==> run_1/flops_by_reg.png <==
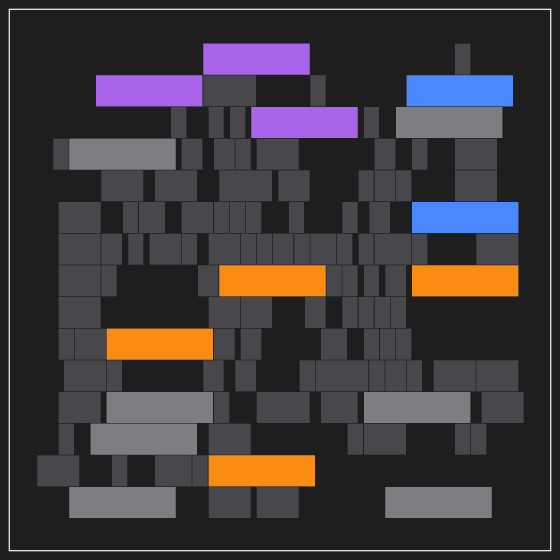
==> run_1/placement_by_type.png <==
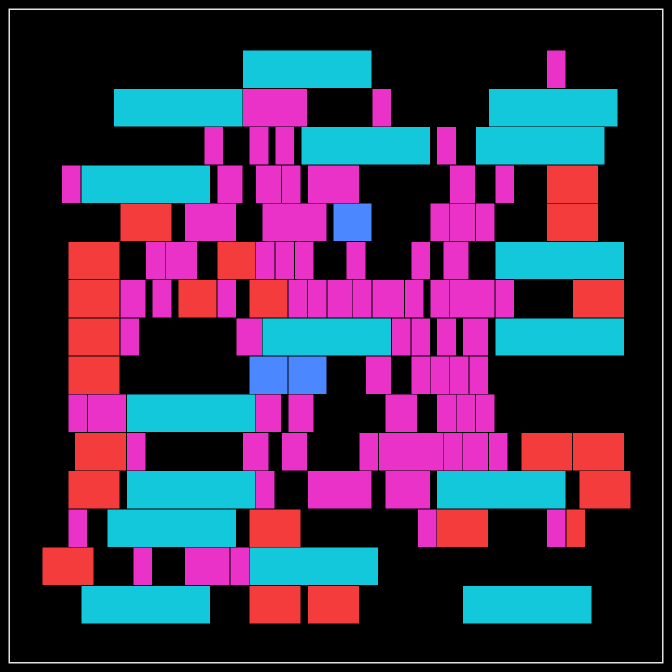
==> run_1/clocks.png <==
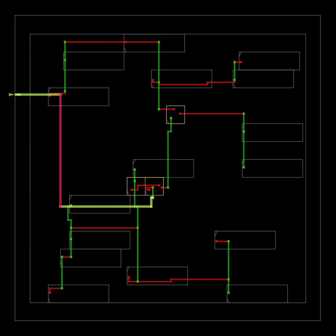
$ cat config.mk
export PLATFORM = sky130hd
export DESIGN_NAME = sn_stream_decoder
export DESIGN_NICKNAME = d
export VERILOG_FILES = /design/src/rtl/sn_pkg.sv /design/src/rtl/sn_window_counter.sv /design/src/rtl/sn_stream_decoder.sv
export SDC_FILE = /design/constraint.sdc
export NUM_CORES = 1
export LEC_CHECK = 0
export ABC_AREA = 1
export CORE_MARGIN = 2
export CORE_UTILIZATION = 45
export CTS_CLUSTER_DIAMETER = 30
export DETAILED_ROUTE_END_ITERATION = 8
export HOLD_SLACK_MARGIN = 0.15
export PLACE_DENSITY = 0.74
export RECOVER_POWER = 25
export SKIP_CTS_REPAIR_TIMING = 1
export SYNTH_ARGS = -nofsm -noshare
export SYNTH_HDL_FRONTEND = slang
export SYNTH_SLANG_ARGS = --single-unit
$ cat constraint.sdc
create_clock -name clk -period 1.72 [get_ports clk]
set_input_delay 0.344 -clock clk [delete_from_list [all_inputs] [get_ports clk]]
set_output_delay 0.344 -clock clk [all_outputs]
set_load 0.005 [all_outputs]
$ cat src/rtl/sn_pkg.sv
// Shared types and helpers for the stochastic-number stream decoder.
package sn_pkg;

    localparam int unsigned SN_WIN_LOG2_DEF = 3;
    localparam int unsigned SN_WIN_LOG2_MAX = 8;
    localparam int unsigned SN_CNT_W_MAX    = SN_WIN_LOG2_MAX + 1;
    localparam int unsigned SN_BIP_W_MAX    = SN_WIN_LOG2_MAX + 2;

    typedef enum logic [0:0] {
        SN_IDLE  = 1'b0,
        SN_ACCUM = 1'b1
    } sn_state_e;

    // Bipolar mapping 2*count - 2**win_log2, two's complement at max width.
    function automatic logic [SN_BIP_W_MAX-1:0] sn_bipolar(
        input logic [SN_CNT_W_MAX-1:0] count,
        input int unsigned             win_log2
    );
        logic [SN_BIP_W_MAX-1:0] n;
        n = SN_BIP_W_MAX'(1) << win_log2;
        return {count, 1'b0} - n;
    endfunction

endpackage

$ cat src/rtl/sn_window_counter.sv
// Sample and ones counters for one SN window; self-clears on the final sample.
module sn_window_counter
    import sn_pkg::*;
#(
    parameter int unsigned WIN_LOG2 = SN_WIN_LOG2_DEF
) (
    input  logic                clk,
    input  logic                rst_n,
    input  logic                clr,
    input  logic                inc,
    input  logic                sn_bit,
    output logic                last_c,
    output logic [WIN_LOG2:0]   ones_nxt_c
);

    localparam int unsigned N    = 1 << WIN_LOG2;
    localparam int unsigned CW   = WIN_LOG2 + 1;

    logic [WIN_LOG2-1:0] samp_cnt;
    logic [WIN_LOG2:0]   ones_cnt;

    assign last_c     = (samp_cnt == WIN_LOG2'(N - 1));
    assign ones_nxt_c = ones_cnt + CW'(sn_bit);

    always_ff @(posedge clk or posedge rst_n) begin
        if (rst_n) begin
            samp_cnt <= '0;
            ones_cnt <= '0;
        end else if (clr) begin
            samp_cnt <= '0;
            ones_cnt <= '0;
        end else if (inc) begin
            if (last_c) begin
                samp_cnt <= '0;
                ones_cnt <= '0;
            end else begin
                samp_cnt <= samp_cnt + WIN_LOG2'(1);
                ones_cnt <= ones_nxt_c;
            end
        end
    end

endmodule

$ cat src/rtl/sn_stream_decoder.sv
// SN bitstream to binary converter: windowed ones count, bipolar value, valid/ready hold register.
module sn_stream_decoder
    import sn_pkg::*;
#(
    parameter int unsigned WIN_LOG2 = SN_WIN_LOG2_DEF
) (
    input  logic                clk,
    input  logic                rst_n,
    input  logic                sn_bit_i,
    input  logic                sn_valid_i,
    input  logic                start_i,
    input  logic                cont_i,
    input  logic                stop_i,
    output logic [WIN_LOG2:0]   res_count_o,
    output logic [WIN_LOG2+1:0] res_bipolar_o,
    output logic                res_valid_o,
    input  logic                res_ready_i,
    output logic                overrun_o,
    output logic                busy_o
);

    localparam int unsigned BW = WIN_LOG2 + 2;

    sn_state_e         state;
    sn_state_e         state_nxt;
    logic              accum;
    logic              inc;
    logic              clr;
    logic              last_c;
    logic              final_smp;
    logic [WIN_LOG2:0] ones_nxt_c;

    assign accum     = (state == SN_ACCUM);
    assign inc       = accum & sn_valid_i;
    assign final_smp = inc & last_c;
    // Counters stay cleared in IDLE and drop the partial window on a stop.
    assign clr       = ~accum | (stop_i & ~final_smp);

    sn_window_counter #(
        .WIN_LOG2 (WIN_LOG2)
    ) u_win (
        .clk        (clk),
        .rst_n      (rst_n),
        .clr        (clr),
        .inc        (inc),
        .sn_bit     (sn_bit_i),
        .last_c     (last_c),
        .ones_nxt_c (ones_nxt_c)
    );

    always_ff @(posedge clk or posedge rst_n) begin
        if (rst_n) state <= SN_IDLE;
        else       state <= state_nxt;
    end

    always_comb begin
        state_nxt = state;
        case (state)
            SN_IDLE: begin
                if (start_i) state_nxt = SN_ACCUM;
            end
            SN_ACCUM: begin
                // A stop coinciding with the final sample still delivers, then idles.
                if (final_smp)   state_nxt = (cont_i & ~stop_i) ? SN_ACCUM : SN_IDLE;
                else if (stop_i) state_nxt = SN_IDLE;
            end
            default: state_nxt = SN_IDLE;
        endcase
    end

    always_ff @(posedge clk or posedge rst_n) begin
        if (rst_n) begin
            busy_o        <= 1'b0;
            res_count_o   <= '0;
            res_bipolar_o <= '0;
            res_valid_o   <= 1'b0;
            overrun_o     <= 1'b0;
        end else begin
            busy_o      <= (state_nxt == SN_ACCUM);
            res_valid_o <= final_smp | (res_valid_o & ~res_ready_i);
            if (final_smp) begin
                res_count_o   <= ones_nxt_c;
                res_bipolar_o <= BW'(sn_bipolar(SN_CNT_W_MAX'(ones_nxt_c), WIN_LOG2));
            end
            if (~accum & start_i)
                overrun_o <= 1'b0;
            else if (final_smp & res_valid_o & ~res_ready_i)
                overrun_o <= 1'b1;
        end
    end

endmodule
==> results.toml, run 1 <==
# physical design summary
[worst_hold_path]
min_path_type = "reg -> reg"
whs_path_depth = 2
hold_end = "res_bipolar_o[3]$_DFFE_PP0P_"

[clocking]
clk_path_buf_depth = 2
cts_root_buf = "clkbuf_4"
clkSlewWorstSetupHoldPaths_ns = 0.09
cts_max_level = 1

[finish]
layoutNonFillerInstCount = 141
area_growth_syn_to_layout_pct = 28.0

[critical_path]
setup.worst_path.end_class = "primary output"
reg2reg_slack_ns = 0.30
reg2reg_from = "u_win.samp_cnt[0]$_DFFE_PP0P_"
cp.required_ns = 1.38
worstPathCellList = "clkdlybuf4s50_1"
worst_r2r_endpoint = "res_bipolar_o[4]$_DFFE_PP0P_"
crit_path_max_incr_delay_ns = 0.54

[routing]
vias = 659
totalWireLength_um = 1500
dr.pass1.iters = 4

[final_timing]
tightest_slew_ns = 0.849
relSlewSlack = 0.434
hold_ws_ns = 0.490
finalHoldViolations = 0
finalSetupViolations = 0
slew_viol_final = 0
layout_setup_ws_ns = 0.127

[pwr]
intPower_w = 0.000502
power.leakage_nw = 0.517
power_frac_seq = 0.600
pwr-share-clk = 0.286
total_power_w = 0.000660

[die]
dieWidth_um = 46.4
fp_util = 0.473
ios = 20

[synthesis]
avgSynthCellArea_sq_um = 8.51
ys_area_sq_um = 808

[run_status]
status = "complete, no violations"
About flops_by_reg.png:
colour	name in the netlist	flops
purple	`u_win.samp_cnt`	3
orange	`u_win.ones_cnt`	4
blue	`res_bipolar_o`	2
not coloured	7
Seq group: 0.000396 W
Seq area share: 0.387
Flop area: 400 sq um
post-layout util: 0.606

About placement_by_type.png:
colour	class	cells
magenta	combinational and other logic	75
red	other buffers and delay cells	22
cyan	flops	16
blue	clock drivers	3
Design Area, Final: 1030 sq um
Core Box Area: 1710 sq um
num rows: 15

About clocks.png:
clk_lat worst skew: 0.27 ns
Inserted Clock Buffers: 3
Sink Count: 16

-- run 1: cell type report --
cell class	count	area [sq um]
clock buffer	3	22.5
fill	155	673
inverter	11	41.3
multi-input combinational	64	333
sequential	16	400
tap	25	31.3
timing repair buffer	22	206
-- run 1: metal layers --
| metal | track usage | routed length (um) |
|---|---|---|
| met2 | 0.292 | 753 |
| met5 | 0 | 0 |
| met1 | 0.212 | 668 |
| met4 | 0.0686 | 17 |
| met3 | 0.0392 | 65 |
-- run 1: synth_stat cells --
cell and instances:
dfrtp_1 16, buf_4 3, nor2_1 6, mux2i_1 1, o21ai_1 8, o21ai_2 3, nor3_1 1, buf_6 1
o21a_1 1, inv_1 8, ha_1 4, conb_1 1, nand3_1 6, nand4_1 2, nand2_1 29, nand3_2 1
nand2_2 1, inv_2 3
==> inputs of run 2 (changes only) <==
RECOVER_POWER = unset   (was 25)
TNS_END_PERCENT = 10   (was unset)
==> results.toml, run 2 <==
# physical design summary
[critical_path]
rr_worst_depth = 7
worst_r2r_endpoint = "res_bipolar_o[4]$_DFFE_PP0P_"
cp-endpoint = "busy_o"
reg2reg_slack_ns = 0.30
critPathKind = "reg -> out"
cp_num_buf_inv = 1
crit_path_max_incr_delay_ns = 0.54
worstPathCellList = "clkdlybuf4s50_1"
start_kind = "flop"
crit_start = "busy_o$_DFF_PP0_"
crit_fanout = 5
reg2reg_from = "u_win.samp_cnt[0]$_DFFE_PP0P_"
critPathArrivalTime_ns = 1.25
setup.worst_path.end_class = "primary output"
cp_num_cells = 1
cp.required_ns = 1.38

[grt]
grt_busiest_layer = "met2"
gr-usage-met1 = 0.212
grt_util_met3 = 0.0392
antenna_found_initial = 0
grt_pass1_vias = 662
overflow = 0
met2_usage = 0.292

[clocking]
cts_max_level = 1
clkSlewWorstSetupHoldPaths_ns = 0.09
clk_path_buf_depth = 2
cts-buffers-inserted = 3
cts_root_buf = "clkbuf_4"
clk_latency_ns = 0.27
cts_tree = "yes"
clock-sinks = 16

[routing]
routed-wl-met2_um = 753
wl_met1_um = 668
top_layer = "met4"
antenna_left = 0
dr.pass1.iters = 4
routed_via_density = 4.70
drc = 0
vias = 662
wl_met3_um = 64
totalWireLength_um = 1500
drt_iter0_markers = 10

[synthesis]
ys_seq_frac = 0.495
common_cells = "29 x nand2_1, 16 x dfrtp_1, 8 x inv_1, 8 x o21ai_1"
synth.most_common_cell = "nand2_1"
synth-edff-count = 0
ys_area_sq_um = 808
async_flop_share = 1.00
ff_type = "dfrtp_1"
netlist_instances = 95
ys_sh_simple = 0.241
avgSynthCellArea_sq_um = 8.51
ys_top_logic_family = "simple AND/OR/NAND/NOR gates"
area_leaders = "dfrtp_1 50%, nand2_1 13%, ha_1 6.2%"

[finish]
final_core_util = 0.608
num-nets-final = 130
area_growth_syn_to_layout_pct = 28.5
reg.largest.list = "res_count_o (4), u_win.ones_cnt (4), u_win.samp_cnt (3)"
fin_area_sq_um = 1040
drive_above_1_share = 0.129
final_cell_mix = "29 x nand2_1, 18 x clkdlybuf4s50_1, 16 x dfrtp_1, 8 x inv_1, 8 x o21ai_1"

[die]
ios = 20
fp_util = 0.473
die_h_um = 46.4
core-area_sq_um = 1710
dieWidth_um = 46.4
rows = 15

[worst_hold_path]
min_path_type = "in -> async"

[pwr]
pwr-share-clk = 0.285
power_frac_seq = 0.598
total_power_w = 0.000662
intPower_w = 0.000504
p_per_area_nw_per_um2 = 637
power.leakage_nw = 0.520

[final_timing]
hold_ws_ns = 0.369
layout_setup_ws_ns = 0.127
finalHoldViolations = 0
period_needed_ns = 1.59
finalSetupViolations = 0
slew_viol_final = 0

[place]
gp_congestion = 0.838
port_buffers = 18

[run_status]
status = "complete, no violations"
## run 2: cell counts after synthesis
No cell type changed its count.
## run 2: power by group through the flow
stage / logic (W) / clock network [W] / registers [W]
6_report: 0.0000770 / 0.000189 / 0.000396
2_1_floorplan: 0.0000410 / 0 / 0.000402
5_1_grt: 0.0000879 / 0.000215 / 0.000398
4_1_cts: 0.0000792 / 0.000195 / 0.000396
3_5_place_dp: 0.0000790 / 0 / 0.000404
3_3_place_gp: 0.0000771 / 0 / 0.000403
## run 2: area by class of cell
| cell class | instances | area [sq um] |
|---|---|---|
| inverters | 11 | 41.3 |
| well taps | 25 | 31.3 |
| flip-flops and latches | 16 | 400 |
| repair buffers | 22 | 210 |
| clock buffers | 3 | 22.5 |
| multi-input cells | 64 | 333 |
| fillers | 155 | 669 |
==> run_2/logic_types.png <==
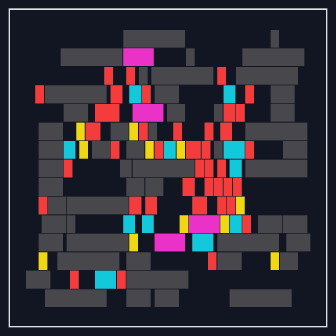
colour	family	cells
magenta	adder and majority cells	4
yellow	inverters	11
red	NAND gates	39
cyan	inverting AOI/OAI gates	11
most numerous logic cell after layout: nand2_1
final std cells w/o fill: 141

Power and IR drop assume default switching activity.
